**src/rtl/spram_gen.sv**
```systemverilog
// spram_gen: generic single-port RAM with zero-fill sweep and
// selectable read latency / write-collision behaviour.
//
// Ports:
//   clk   - sole clock, rising edge
//   reset - asynchronous, active-high
//   ce    - access enable (ignored while busy)
//   oce   - output register enable (READ_MODE=1 only)
//   wre   - 1 = write, 0 = read, qualified by ce
//   ad    - word address
//   din   - write data
//   clr   - single-cycle request to re-run the zero-fill sweep
//   dout  - read data
//   busy  - high while the sweep runs; accesses are ignored
module spram_gen #(
  parameter int DATA_WIDTH = 8,
  parameter int ADDR_WIDTH = 2,
  parameter int READ_MODE  = 0,
  parameter int WRITE_MODE = 0,
  parameter int INIT_CLEAR = 1
) (
  input  logic                  clk,
  input  logic                  reset,
  input  logic                  ce,
  input  logic                  oce,
  input  logic                  wre,
  input  logic [ADDR_WIDTH-1:0] ad,
  input  logic [DATA_WIDTH-1:0] din,
  input  logic                  clr,
  output logic [DATA_WIDTH-1:0] dout,
  output logic                  busy
);

  localparam int DEPTH = 1 << ADDR_WIDTH;
  localparam logic [ADDR_WIDTH:0] LAST =
    (ADDR_WIDTH+1)'(DEPTH - 1);
  localparam logic [ADDR_WIDTH:0] ONE =
    (ADDR_WIDTH+1)'(1);

  typedef enum logic {
    CLEAR,
    READY
  } state_t;

  state_t                state;
  logic [ADDR_WIDTH:0]   cnt;
  logic [DATA_WIDTH-1:0] mem [DEPTH];
  logic [DATA_WIDTH-1:0] rd_q;

  logic                  acc;
  logic                  mem_we;
  logic [ADDR_WIDTH-1:0] mem_wa;
  logic [DATA_WIDTH-1:0] mem_wd;

  // clr wins over a same-cycle access
  assign acc = ~busy & ce & ~clr;

  always_ff @(posedge clk or posedge reset) begin
    if (reset) begin
      cnt <= '0;
      if (INIT_CLEAR != 0) begin
        state <= CLEAR;
        busy  <= 1'b1;
      end else begin
        state <= READY;
        busy  <= 1'b0;
      end
    end else begin
      unique case (state)
        CLEAR: begin
          if (cnt == LAST) begin
            state <= READY;
            busy  <= 1'b0;
            cnt   <= '0;
          end else begin
            cnt <= cnt + ONE;
          end
        end
        READY: begin
          if (clr) begin
            state <= CLEAR;
            busy  <= 1'b1;
            cnt   <= '0;
          end
        end
      endcase
    end
  end

  // Reset held across an edge must not let the
  // sweep port scribble address 0.
  assign mem_we = ~reset & (busy | (acc & wre));
  assign mem_wa = busy ? cnt[ADDR_WIDTH-1:0] : ad;
  assign mem_wd = busy ? '0 : din;

  always_ff @(posedge clk) begin
    if (mem_we) begin
      mem[mem_wa] <= mem_wd;
    end
  end

  always_ff @(posedge clk or posedge reset) begin
    if (reset) begin
      rd_q <= '0;
    end else if (acc) begin
      if (!wre) begin
        rd_q <= mem[ad];
      end else if (WRITE_MODE == 1) begin
        rd_q <= din;
      end else if (WRITE_MODE == 2) begin
        rd_q <= mem[ad];
      end
    end
  end

  generate
    if (READ_MODE == 1) begin : g_pipe
      logic [DATA_WIDTH-1:0] out_q;

      always_ff @(posedge clk or posedge reset) begin
        if (reset) begin
          out_q <= '0;
        end else if (oce & ~busy) begin
          out_q <= rd_q;
        end
      end

      assign dout = out_q;
    end else begin : g_bypass
      logic oce_unused;

      assign oce_unused = oce;
      assign dout       = rd_q;
    end
  endgenerate

endmodule

```
**config.mk**
```make
export PLATFORM = sky130hd
export DESIGN_NAME = spram_gen
export DESIGN_NICKNAME = d
export VERILOG_FILES = /design/src/rtl/spram_gen.sv
export SDC_FILE = /design/constraint.sdc
export NUM_CORES = 1
export LEC_CHECK = 0
export CAP_MARGIN = 20
export CORE_UTILIZATION = 53
export DETAILED_ROUTE_END_ITERATION = 8
export GPL_ROUTABILITY_DRIVEN = 0
export PLACE_DENSITY = 0.76
export SLEW_MARGIN = 15
export SYNTH_ARGS = -nofsm -noshare
export SYNTH_HDL_FRONTEND = slang
export SYNTH_SLANG_ARGS = --single-unit
```
**constraint.sdc**
```tcl
create_clock -name clk -period 3.15 [get_ports clk]
set_input_delay 0.4725 -clock clk [delete_from_list [all_inputs] [get_ports clk]]
set_output_delay 0.4725 -clock clk [all_outputs]
set_load 0.02 [all_outputs]
```
density.png
6 x 6 tiles, from black (low) to pale yellow (high), 0 to 100% covered.
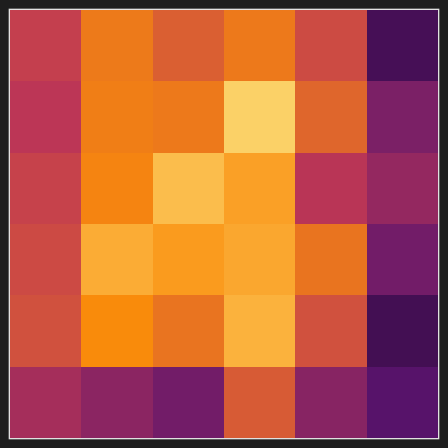
The emptiest ninth of the die: lower right. The fullest tile reaches 90%. 19% of the tiles are over 75% full.
Core Util at FP: 55.77%
final core occ: 66.44%
Core Region: 3363 um2

final_congestion.png
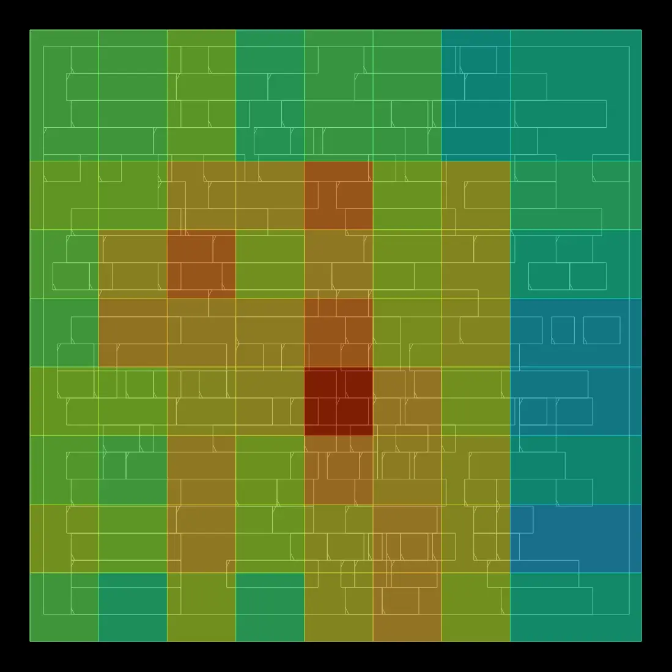
met2 Usage GRT: 32.10%
DR WL/cell: 17.51 um
Tot GR Track Use: 20.05%
GR peak layer: met2

cell_classes.png
Scale bar: 20 um. Fill, decap, tap and diode cells in gray.
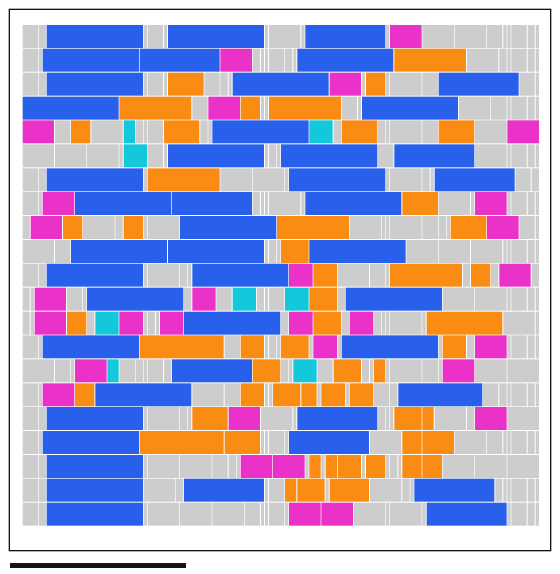
Key: all other logic = orange [cells 53, share of their area 25%]; other buffers and delay cells = magenta [cells 30, share of their area 13%]; flops = blue [cells 45, share of their area 59%]; clock drivers and dummy loads = cyan [cells 8, share of their area 2.4%]
Finished Cell Area: 2235 um2
Row Count: 21
sequential cell area share: 57.61%

==> run summary <==
flow finished, numbers: Initial DRC Count=29, sum of buffers and inverters on the critical path=1, initial antenna violation count=0, f_max=0.4402 GHz, CP Launch Point=busy, CP max stage delay=0.79 ns, Top FF cell, synth=edfxtp_1, most frequent cell after synthesis=edfxtp_1, layout cells sized above 1=23.53%, Required @ worst endpoint=2.68 ns, MaxCap Viol Count=0, Hold Vio Cnt, Final=0, final net count=152, CTS Buf Count=5, largest net degree at the start of global routing=20, Post-CTS Setup Repair Bufs=0, Pleak=between 0.7 and 0.8 nW, Synth Instances=103, CTS tree=yes, syn nets=120, post-synthesis cell type count=25, Hold Buf Count CTS=0, flops out of synthesis=45, reg2reg setup slack=roughly 0.98 ns, status=complete, no violations, die y size=61.49 um, Synth async-reset ratio=28.89%, TritonCTS Sinks=45, Port Buffer Count=23, Setup CP Type=register to primary output, CTS root buffer=clkbuf_4, fin cells=~180, GRT Residual Overflow=0, ys cells=103, Post-DP HPWL=2178 um, number of enable flip-flop cells=32, Crit Path Max Fanout=19, Mux area share=15.34%, clock tree buffer depth=2, Internal=around 1.2 mW, Sw Share=between 30% and 40%, Logic area=543.0 um2, CP startpoint kind=register, top cells by area=edfxtp_1, dfrtp_1, mux4_2, mux2_2, nor2b_1, ANT cells=0, Worst path depth=1, CP cell instances=clkdlybuf4s50_1, hold crit path type=register to register, chip area=3780 um2, Fillers=262, PostCTS Resize Cnt=0, Syn-to-layout area delta=19.15%, Clk pwr share=approximately 15%, Logic family by area=multiplexers, R2R depth=3, XOR-XNOR Cells, Area Fraction=0%, crit path time final=roughly 2.3 ns, worst r2r dst=mem[0][6], Vias per Instance=5.533, Setup Viol. Count Final=0, CP endpoint kind=primary output, post-synthesis sequential area ratio=about two thirds, vias in the first global route=1043, Worst EP arrival=about 1.8 ns, Placed Cells incl. Taps=between 150 and 200, Top cell area share=51.23%, Post-route DRC=0, Commonest Layout Cell=edfxtp_1, power per cell area=about 760 nW/um2, Die Wd=slightly above 60 um, RSZ-0062 raised after global routing=false, Yosys chip area=around 1900 um2, Mapped Area=roughly 1900 um2, worst setup path end=busy, slew at the pin closest to its max-slew limit=0.6192 ns, clk_lat worst skew=0.34 ns, Slew Viols, Final=0, worst r2r src=busy, P_sw=0.5237 mW, Flop pwr share=between 50% and 60%, setup_tns=0 ns, relative slew slack=between 50 and 60%, Synth Area per Inst=between 15 and 20 um2, Syn. warnings=0, clk slew on worst S/H paths=0.13 ns, Post-Route Skew=between 0.007 and 0.008 ns, CP max-delay cell=dfstp_2, Post-Synth AOI/OAI Area=3.202%, most frequent cells after synthesis=edfxtp_1, dfrtp_1, nor2b_1, CP top delay family=flip-flops, peak supply drop=0.4427 mV, adder share=0.6671%, OpenROAD warning count=27, DRT Pass-1 Iters=4, Final ANT Viol Nets=0, period utilization=72.12%, post-synthesis simple-gate area fraction=9.740%, # IOs=25
registers.png
Scale bar: 20 um.
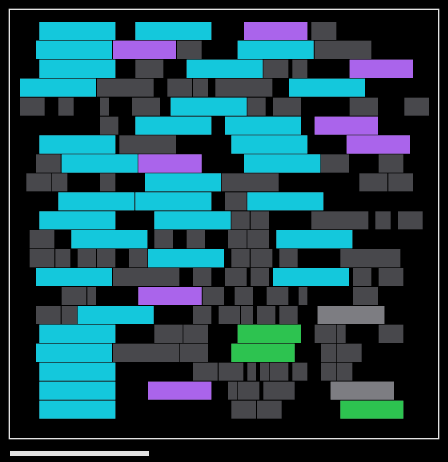
Key: cnt = green [flops 3]; dout = purple [flops 8]; mem = cyan [flops 32]
Sequential cell area: 1287 um2
Flop+latch power: 0.928 mW

metal_stack.png
Scale bar: 20 um. Two of the layers only.
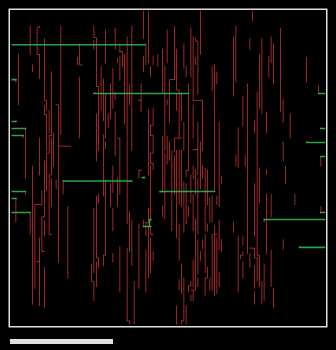
Key: met3 = green [wire length 107 um]; met2 = red [wire length 1640 um]
final WL: 3186 um
total number of vias: 1007

how the worst min path moves through the flow:
stage / from / end / slack (ns) / cells past startpoint
after floorplan: reset / cnt[0] / 0.35 / 1
after global routing: dout[4] / dout[4] / 0.55 / 1
after global placement: dout[1] / dout[1] / 0.49 / 1
after CTS: dout[4] / dout[4] / 0.53 / 1
after detailed placement: dout[4] / dout[4] / 0.50 / 1
final: dout[6] / dout[6] / 0.52 / 1
power groups by stage:
stage	combinational, mW	sequential (mW)	clock [mW]
after floorplan	0.280	0.954	0
after global placement	0.493	0.928	0
after detailed placement	0.514	0.943	0
after CTS	0.517	0.930	0.268
after global routing	0.558	0.951	0.296
final	0.510	0.928	0.258
through the flow:
stage | area, um2 | power, mW | util (%) | hold slack [ns] | worst slack, ns
after global routing | 2235 | 1.805 | 66.44 | 0.5488 | 0.7781
after floorplan | 1876 | 1.234 | - | 0.3487 | 0.8444
after CTS | 2235 | 1.715 | 66.44 | 0.5271 | 0.8532
final | 2235 | 1.696 | 66.44 | 0.5241 | 0.8782
after detailed placement | 2182 | 1.457 | 64.88 | 0.4991 | 0.6759
after global placement | 2182 | 1.422 | 64.88 | 0.4888 | 0.7040
state kept, by name, indices dropped and copies added (netlist names):
| name | flops |
|---|---|
| mem | 32 |
| dout | 8 |
| cnt | 3 |
| busy | 1 |
| state | 1 |
layer usage:
layer / track usage [%] / vias to the layer above / share of wire [%]
met5: 0 / - / 0
met4: 6.349 / 0 / 0.78
met3: 6.303 / 2 / 3.4
met2: 32.10 / 24 / 52
met1: 26.35 / 511 / 44
li1: - / 470 / -
cell type report:
type	count	area share, %
flip-flops and latches	45	57.61
multi-input cells	50	24.30
repair buffers	30	12.65
well taps	46	2.576
clock buffers	7	2.016
inverters	3	0.5039
clock inverters	1	0.3359
Power figures rest on the tool's default switching activity, not on a simulated workload.
